[src/rtl/fifo_pkg.sv]
// Shared definitions for the configurable FIFO.
//   fifo_mode_e : read-port mode (STANDARD registered r_data, FWFT fall-through)
//   fifo_depth  : number of entries for a given pointer width
package fifo_pkg;

  typedef enum logic {
    STANDARD = 1'b0,
    FWFT     = 1'b1
  } fifo_mode_e;

  function automatic int fifo_depth(input int addr_width);
    return 1 << addr_width;
  endfunction

endpackage

[src/rtl/fifo_ctrl.sv]
// Pointer/occupancy controller for configurable_fifo.
// Ports:
//   clk, reset        : clock, asynchronous active-low reset
//   rd, wr            : read / write requests
//   wptr, rptr        : memory write / read addresses
//   wa, ra            : write / read accepted this cycle
//   count             : occupancy 0..DEPTH
//   empty, full       : count == 0 / count == DEPTH
//   almost_empty/full : count <= AE_LEVEL / count >= AF_LEVEL
//   overflow          : one-cycle pulse after a rejected write
//   underflow         : one-cycle pulse after a rejected read
//
// Request semantics: rd and wr are plain requests with no ready return.
// A write is taken when the FIFO has room or a read frees a slot in the
// same cycle; a read is taken whenever the FIFO is not empty. Rejected
// requests are reported one cycle later on overflow/underflow.
module fifo_ctrl
  import fifo_pkg::*;
#(
  parameter int ADDR_WIDTH = 3,
  parameter int AF_LEVEL   = fifo_depth(ADDR_WIDTH) - 1,
  parameter int AE_LEVEL   = 1
) (
  input  logic                  clk,
  input  logic                  reset,
  input  logic                  rd,
  input  logic                  wr,
  output logic [ADDR_WIDTH-1:0] wptr,
  output logic [ADDR_WIDTH-1:0] rptr,
  output logic                  wa,
  output logic                  ra,
  output logic [ADDR_WIDTH:0]   count,
  output logic                  empty,
  output logic                  full,
  output logic                  almost_empty,
  output logic                  almost_full,
  output logic                  overflow,
  output logic                  underflow
);

  localparam int DEPTH = fifo_depth(ADDR_WIDTH);
  localparam logic [ADDR_WIDTH:0] DEPTH_C = (ADDR_WIDTH+1)'(DEPTH);
  localparam logic [ADDR_WIDTH:0] AF_C    = (ADDR_WIDTH+1)'(AF_LEVEL);
  localparam logic [ADDR_WIDTH:0] AE_C    = (ADDR_WIDTH+1)'(AE_LEVEL);

  // Flags decode from the count register only, so no output depends
  // combinationally on rd/wr.
  assign empty        = (count == '0);
  assign full         = (count == DEPTH_C);
  assign almost_empty = (count <= AE_C);
  assign almost_full  = (count >= AF_C);

  // A read while full frees the slot the write lands in.
  assign wa = wr & (~full | rd);
  assign ra = rd & ~empty;

  always_ff @(posedge clk or negedge reset) begin
    if (!reset) begin
      wptr      <= '0;
      rptr      <= '0;
      count     <= '0;
      overflow  <= 1'b0;
      underflow <= 1'b0;
    end else begin
      if (wa) wptr <= wptr + ADDR_WIDTH'(1);
      if (ra) rptr <= rptr + ADDR_WIDTH'(1);
      if (wa && !ra)      count <= count + (ADDR_WIDTH+1)'(1);
      else if (ra && !wa) count <= count - (ADDR_WIDTH+1)'(1);
      overflow  <= wr & full & ~rd;
      underflow <= rd & empty;
    end
  end

endmodule

[src/rtl/configurable_fifo.sv]
// Parametrised synchronous FIFO with selectable read mode.
// Ports:
//   clk, reset        : clock, asynchronous active-low reset
//   rd, wr, w_data    : read request, write request, write data
//   r_data            : read data (registered in STANDARD, fall-through in FWFT)
//   empty, full       : occupancy flags
//   almost_empty/full : programmable threshold flags
//   count             : occupancy 0..DEPTH
//   overflow/underflow: one-cycle error pulses for rejected requests
module configurable_fifo
  import fifo_pkg::*;
#(
  parameter int ADDR_WIDTH = 3,
  parameter int DATA_WIDTH = 8,
  parameter int FWFT       = 0,
  parameter int AF_LEVEL   = fifo_depth(ADDR_WIDTH) - 1,
  parameter int AE_LEVEL   = 1
) (
  input  logic                  clk,
  input  logic                  reset,
  input  logic                  rd,
  input  logic                  wr,
  input  logic [DATA_WIDTH-1:0] w_data,
  output logic [DATA_WIDTH-1:0] r_data,
  output logic                  empty,
  output logic                  full,
  output logic                  almost_empty,
  output logic                  almost_full,
  output logic [ADDR_WIDTH:0]   count,
  output logic                  overflow,
  output logic                  underflow
);

  localparam int DEPTH = fifo_depth(ADDR_WIDTH);
  localparam fifo_mode_e MODE = (FWFT != 0) ? fifo_pkg::FWFT : fifo_pkg::STANDARD;

  if (AF_LEVEL < 1 || AF_LEVEL > DEPTH) begin : g_bad_af
    $error("configurable_fifo: AF_LEVEL must be within 1..DEPTH");
  end
  if (AE_LEVEL < 0 || AE_LEVEL > DEPTH - 1) begin : g_bad_ae
    $error("configurable_fifo: AE_LEVEL must be within 0..DEPTH-1");
  end

  logic [ADDR_WIDTH-1:0] wptr;
  logic [ADDR_WIDTH-1:0] rptr;
  logic                  wa;
  logic                  ra;

  fifo_ctrl #(
    .ADDR_WIDTH (ADDR_WIDTH),
    .AF_LEVEL   (AF_LEVEL),
    .AE_LEVEL   (AE_LEVEL)
  ) u_ctrl (
    .clk          (clk),
    .reset        (reset),
    .rd           (rd),
    .wr           (wr),
    .wptr         (wptr),
    .rptr         (rptr),
    .wa           (wa),
    .ra           (ra),
    .count        (count),
    .empty        (empty),
    .full         (full),
    .almost_empty (almost_empty),
    .almost_full  (almost_full),
    .overflow     (overflow),
    .underflow    (underflow)
  );

  // Storage is deliberately not reset; stale words are never exposed
  // because reads are gated by count.
  logic [DATA_WIDTH-1:0] mem [DEPTH];

  always_ff @(posedge clk) begin
    if (wa) mem[wptr] <= w_data;
  end

  if (MODE == fifo_pkg::FWFT) begin : g_fwft
    // Head word is presented directly; rd acknowledges it.
    assign r_data = mem[rptr];
  end else begin : g_std
    logic [DATA_WIDTH-1:0] r_data_q;
    always_ff @(posedge clk or negedge reset) begin
      if (!reset)  r_data_q <= '0;
      else if (ra) r_data_q <= mem[rptr];
    end
    assign r_data = r_data_q;
  end

endmodule

[config.mk]
export PLATFORM = sky130hd
export DESIGN_NAME = configurable_fifo
export DESIGN_NICKNAME = d
export VERILOG_FILES = /design/src/rtl/fifo_pkg.sv /design/src/rtl/fifo_ctrl.sv /design/src/rtl/configurable_fifo.sv
export SDC_FILE = /design/constraint.sdc
export NUM_CORES = 1
export LEC_CHECK = 0
export ABC_AREA = 1
export CAP_MARGIN = 20
export CORE_MARGIN = 5
export CORE_UTILIZATION = 45
export CTS_CLUSTER_SIZE = 8
export DETAILED_ROUTE_END_ITERATION = 16
export PLACE_DENSITY = 0.61
export SETUP_SLACK_MARGIN = 0.02
export SYNTH_ARGS = -nofsm -noshare
export SYNTH_HDL_FRONTEND = slang
export SYNTH_SLANG_ARGS = --single-unit
[constraint.sdc]
create_clock -name clk -period 2.5 [get_ports clk]
set_input_delay 0.5 -clock clk [delete_from_list [all_inputs] [get_ports clk]]
set_output_delay 0.5 -clock clk [all_outputs]
set_load 0.1 [all_outputs]
Run 1, placement by cell class:
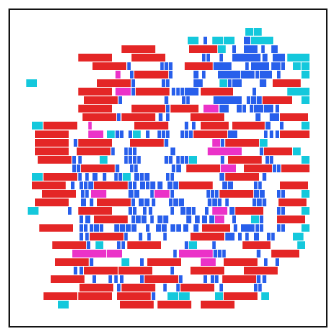
| class | color | cells | share of their area |
|---|---|---|---|
| flops | red | 84 | 56% |
| other buffers and delay cells | cyan | 41 | 8.7% |
| combinational and other logic | blue | 268 | 29% |
| clock drivers and dummy loads | magenta | 16 | 5.5% |
Floorplan Core Area: 8130 um^2
number of rows created at floorplan: 33
Util after Layout: 0.546
share of the final layout cell area in sequential cells: 0.548

Run 1, signal wires by layer:
Two of the layers only.
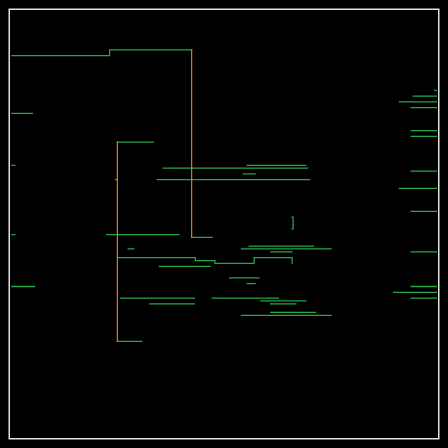
| layer | color | wire length |
|---|---|---|
| metal 4 | orange | 91.1 um |
| metal 3 | green | 463 um |
total length of routed wires: 8470 um
post-detailed-route wirelength per cell: 16.5 um
detailed-route via count: 2501
overall fraction of global-route tracks in use: 0.176

Run 1, I/O pins on the die edge:
Pins as bars across the die edge, other pins in gray.
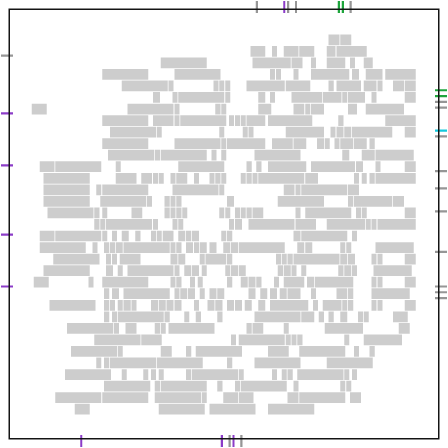
| port | color | pins | direction | edge |
|---|---|---|---|---|
| empty | cyan | 1 | output | right |
| w_data | purple | 8 | input | 4 left, 3 bottom, 1 top |
| count | green | 4 | output | 2 top, 2 right |
DIE WIDTH: 101 um
number of buffers inserted by port buffering: 29
Vert. Die Dim: 101 um

==> summary.rpt, run 1 <==
RUN METRICS
----------------------------------------------------
[Critical path]
  Crit path top cell by count ........................ inv_4
  Startpoint types ........................ flip-flop
  Data required, critical path ........................ 2.00 ns
  CP max FO ........................ 6
  Buffer and inverter count on the worst path ........................ 3
  Kind of cell adding the most delay to the critical path ........................ flip-flops
  Reg-to-reg startpoint ........................ u_ctrl.count[1]$_DFFE_PN0P_
  R2r worst-path depth ........................ 10

[Floorplan]
  Well Taps ........................ 105
  Area enclosed by the die boundary ........................ 10200 um^2

[Global route]
  Met2 capacity usage during global routing ........................ 0.290
  Layer with the highest usage ........................ met2
  Pin count of the biggest net entering global routing ........................ 35

[Timing]
  # setup viols final ........................ 0
  Share of the clock period used by the worst path after layout ........................ 0.866
  Total count of max-transition violations in the final report ........................ 0
  Tightest hold margin ........................ 0.485 ns
  Unrepaired setup endpoints after global routing ........................ false

[Place]
  Post-Place Setup Slack ........................ 0.330 ns

[Synthesis]
  Fraction of synthesized area in multiplexers ........................ 0
  Post-synth ARST share ........................ 0.238
  Top area cell types ........................ edfxtp_1 52%, dfrtp_1 13%, nand2_1 12%
  Post-synthesis net count ........................ 382
  Area fraction in and, or, nand and nor cells after synthesis ........................ 0.211

[Layout]
  Clock Buffer Count ........................ 9
  Cell class with the largest area share ........................ flip-flops and latches
  Final Instance Area ........................ 4440 um^2
  Multi-input gate area ........................ 1010 um^2
  Share of layout cells above drive strength 1 ........................ 0.164
  Synth-to-Final Area Change ........................ 19.5%
  Largest register FFs ........................ 64

[Clocking]
  Maximum clock path buffer count ........................ 2
  Number of buffers inserted by post-CTS setup repair ........................ 0
  Sink count of the clock tree ........................ 84
  Inserted Clock Buffers ........................ 9
  CTS-repair resized insts ........................ 0

[Power]
  Switch Pwr ........................ 2710 uW
  Combinational share of power ........................ 0.467
  Peak ir drop on the vdd network ........................ 0.573 mV

[Detailed routing]
  Remaining DRCs ........................ 0
  Violation count after the first detailed-routing iteration ........................ 128

[Status]
  Result of the run ........................ completed

----------------------------------------------------
## run 1: worst min path at each step
stage | start | end | cells after the start
after floorplan | reset | r_data[0]$_DFFE_PN0P_ | 0
after global placement | r_data[1]$_DFFE_PN0P_ | r_data[1]$_DFFE_PN0P_ | 2
after detailed placement | r_data[6]$_DFFE_PN0P_ | r_data[6]$_DFFE_PN0P_ | 2
after CTS | reset | r_data[5]$_DFFE_PN0P_ | 2
after global routing | r_data[2]$_DFFE_PN0P_ | r_data[2]$_DFFE_PN0P_ | 2
final | reset | r_data[5]$_DFFE_PN0P_ | 2
## run 1: power groups by stage
stage	logic [uW]	registers, uW	clock network, uW
after floorplan	1390	2710	0
after global placement	2740	2030	0
after detailed placement	2760	2040	0
after CTS	2760	2010	1150
after global routing	2930	2050	1210
final	2750	2010	1130
Run 1, congestion heat map:
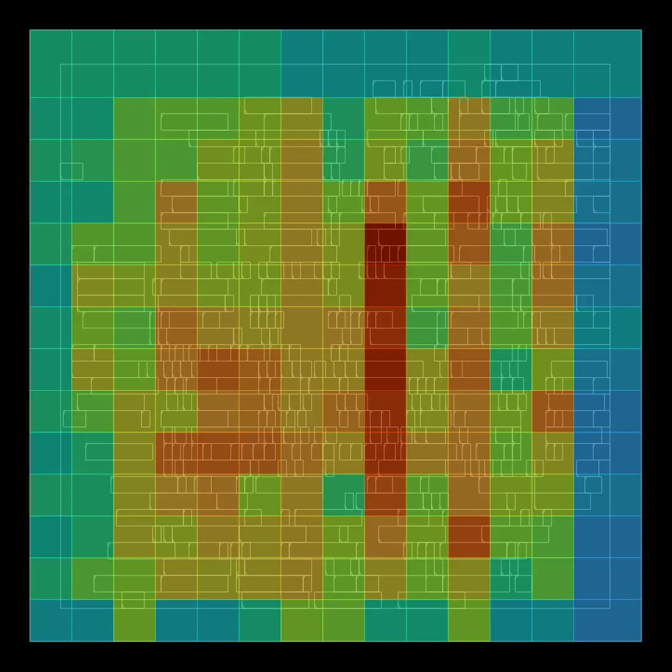

==> run 1 -> run 2 <==
==> constraint.sdc (replaced) <==
create_clock -name clk -period 2.5 [get_ports clk]
set_input_delay 0.5 -clock clk [delete_from_list [all_inputs] [get_ports clk]]
set_output_delay 0.5 -clock clk [all_outputs]
set_load 0.005 [all_outputs]
Run 2, congestion heat map:
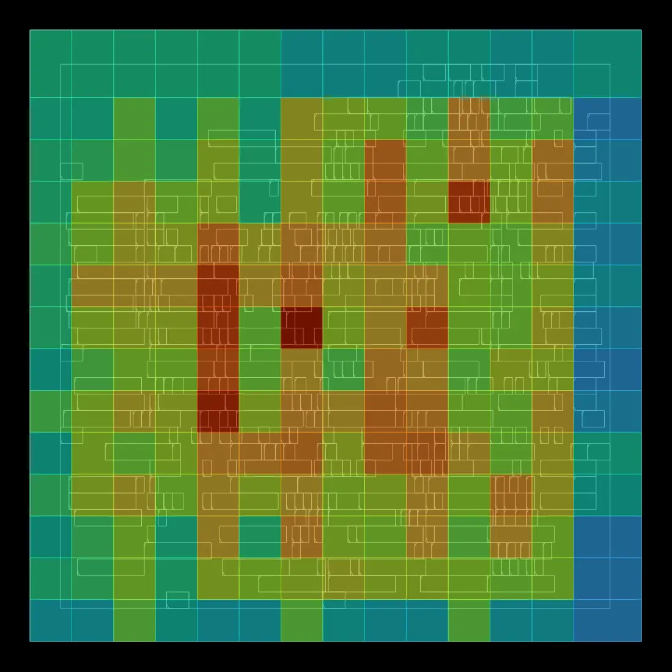
met2 capacity usage during global routing: 0.254
overall fraction of global-route tracks in use: 0.158
post-detailed-route wirelength per cell: 14.4 um

Run 2, signal wires by layer:
Two of the layers only.
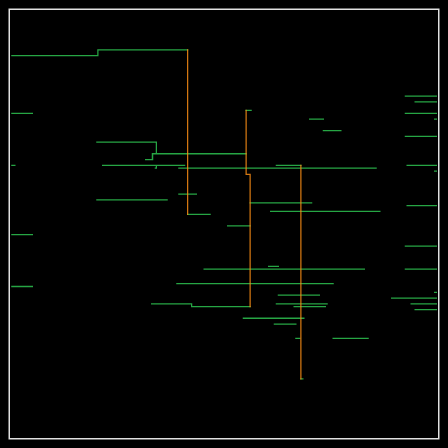
| layer | color | wire length |
|---|---|---|
| metal 3 | green | 489 um |
| metal 4 | orange | 136 um |
total length of routed wires: 7510 um
detailed-route via count: 2515

==> summary.rpt, run 2 <==
RUN METRICS
----------------------------------------------------
[Status]
  Result of the run ........................ completed (unchanged)

[Synthesis]
  Cell type contributing the most total cell area after synthesis ........................ edfxtp_1 (unchanged)
  Post-synthesis net count ........................ 382 (unchanged)
  Post-synth ARST share ........................ 0.238 (unchanged)
  Top area cell types ........................ edfxtp_1 52%, dfrtp_1 13%, nand2_1 12% (unchanged)

[Layout]
  Most frequently placed logic cells in the final layout ........................ 115 x nand2_1, 64 x edfxtp_1, 59 x inv_1, 49 x nand3_1, 29 x clkdlybuf4s50_1 (was 115 x nand2_1, 64 x edfxtp_1, 57 x inv_1, 49 x nand3_1, 27 x buf_4)
  Share of layout cells above drive strength 1 ........................ 0.111 (was 0.164)
  Util after Layout ........................ 0.539 (was 0.546)
  NumNets Final ........................ 429 (was 422)
  Largest register FFs ........................ 64 (unchanged)
  Multi-input gate area ........................ 975 um^2 (was 1010 um^2)
  Final Instance Area ........................ 4380 um^2 (was 4440 um^2)
  Synth-to-Final Area Change ........................ 17.9% (was 19.5%)

[Power]
  Power consumed by the clock network ........................ 834 uW (was 1130 uW)
  Combinational gate power ........................ 1760 uW (was 2750 uW)
  Switch Pwr ........................ 1680 uW (was 2710 uW)
  Combinational share of power ........................ 0.386 (was 0.467)
  Group with the largest share of power ........................ sequential cells (was combinational logic)

[Timing]
  Share of the clock period used by the worst path after layout ........................ 0.945 (was 0.866)
  Total count of max-transition violations in the final report ........................ 0 (unchanged)
  Unrepaired setup endpoints after global routing ........................ false (unchanged)
  Tightest hold margin ........................ 0.486 ns (was 0.485 ns)
  # setup viols final ........................ 0 (unchanged)

[Place]
  Number of buffers inserted by port buffering ........................ 29 (unchanged)
  Post-placement cell count ........................ 504 (was 498)
  Post-Place Setup Slack ........................ 0.235 ns (was 0.330 ns)

[Critical path]
  Reg-to-reg startpoint ........................ u_ctrl.count[0]$_DFFE_PN0P_ (was u_ctrl.count[1]$_DFFE_PN0P_)
  Kind of cell adding the most delay to the critical path ........................ buffers and inverters (was flip-flops)
  R2r worst-path depth ........................ 11 (was 10)
  Data required, critical path ........................ 2.00 ns (about the same)
  CP max FO ........................ 7 (was 6)
  Buffer and inverter count on the worst path ........................ 3 (unchanged)

[Clocking]
  CTS-repair resized insts ........................ 1 (was 0)
  Sink count of the clock tree ........................ 84 (unchanged)
  Number of buffers inserted by post-CTS setup repair ........................ 1 (was 0)
  Maximum clock path buffer count ........................ 2 (unchanged)

[Detailed routing]
  Remaining DRCs ........................ 0 (unchanged)
  Violation count after the first detailed-routing iteration ........................ 132 (was 128)

[Global route]
  Total congestion overflow after global routing ........................ 0 (unchanged)
  Pin count of the biggest net entering global routing ........................ 35 (unchanged)
  Layer with the highest usage ........................ met2 (unchanged)

[Floorplan]
  DIE WIDTH ........................ 101 um (unchanged)
  Number of rows created at floorplan ........................ 33 (unchanged)
  Area enclosed by the die boundary ........................ 10200 um^2 (unchanged)
  Vert. Die Dim ........................ 101 um (unchanged)
  Floorplan Core Area ........................ 8130 um^2 (unchanged)

----------------------------------------------------
-- run 2: cell counts after synthesis --
No cell type changed its count.
-- run 2: layout make-up --
| type | count | area share |
|---|---|---|
| clock buffers | 11 | 0.0323 |
| clock inverters | 5 | 0.00628 |
| well taps | 105 | 0.0300 |
| repair buffers | 48 | 0.0988 |
| inverters | 66 | 0.0566 |
| multi-input cells | 202 | 0.223 |
| flip-flops and latches | 84 | 0.554 |
-- run 2: kinds of logic (layout without fill, tap and decap cells) --
logic type | Yosys count | in the layout | share of synthesized area
XOR/XNOR | 7 | 7 | 0.0165
AND-OR/OR-AND | 9 | 9 | 0.0152
buffers and inverters | 78 | 130 | 0.0855
flip-flops | 84 | 84 | 0.652
AND/OR/NAND/NOR | 180 | 180 | 0.211
adder cells (fa/ha/maj) | 6 | 6 | 0.0202
Power figures rest on the tool's default switching activity, not on a simulated workload.
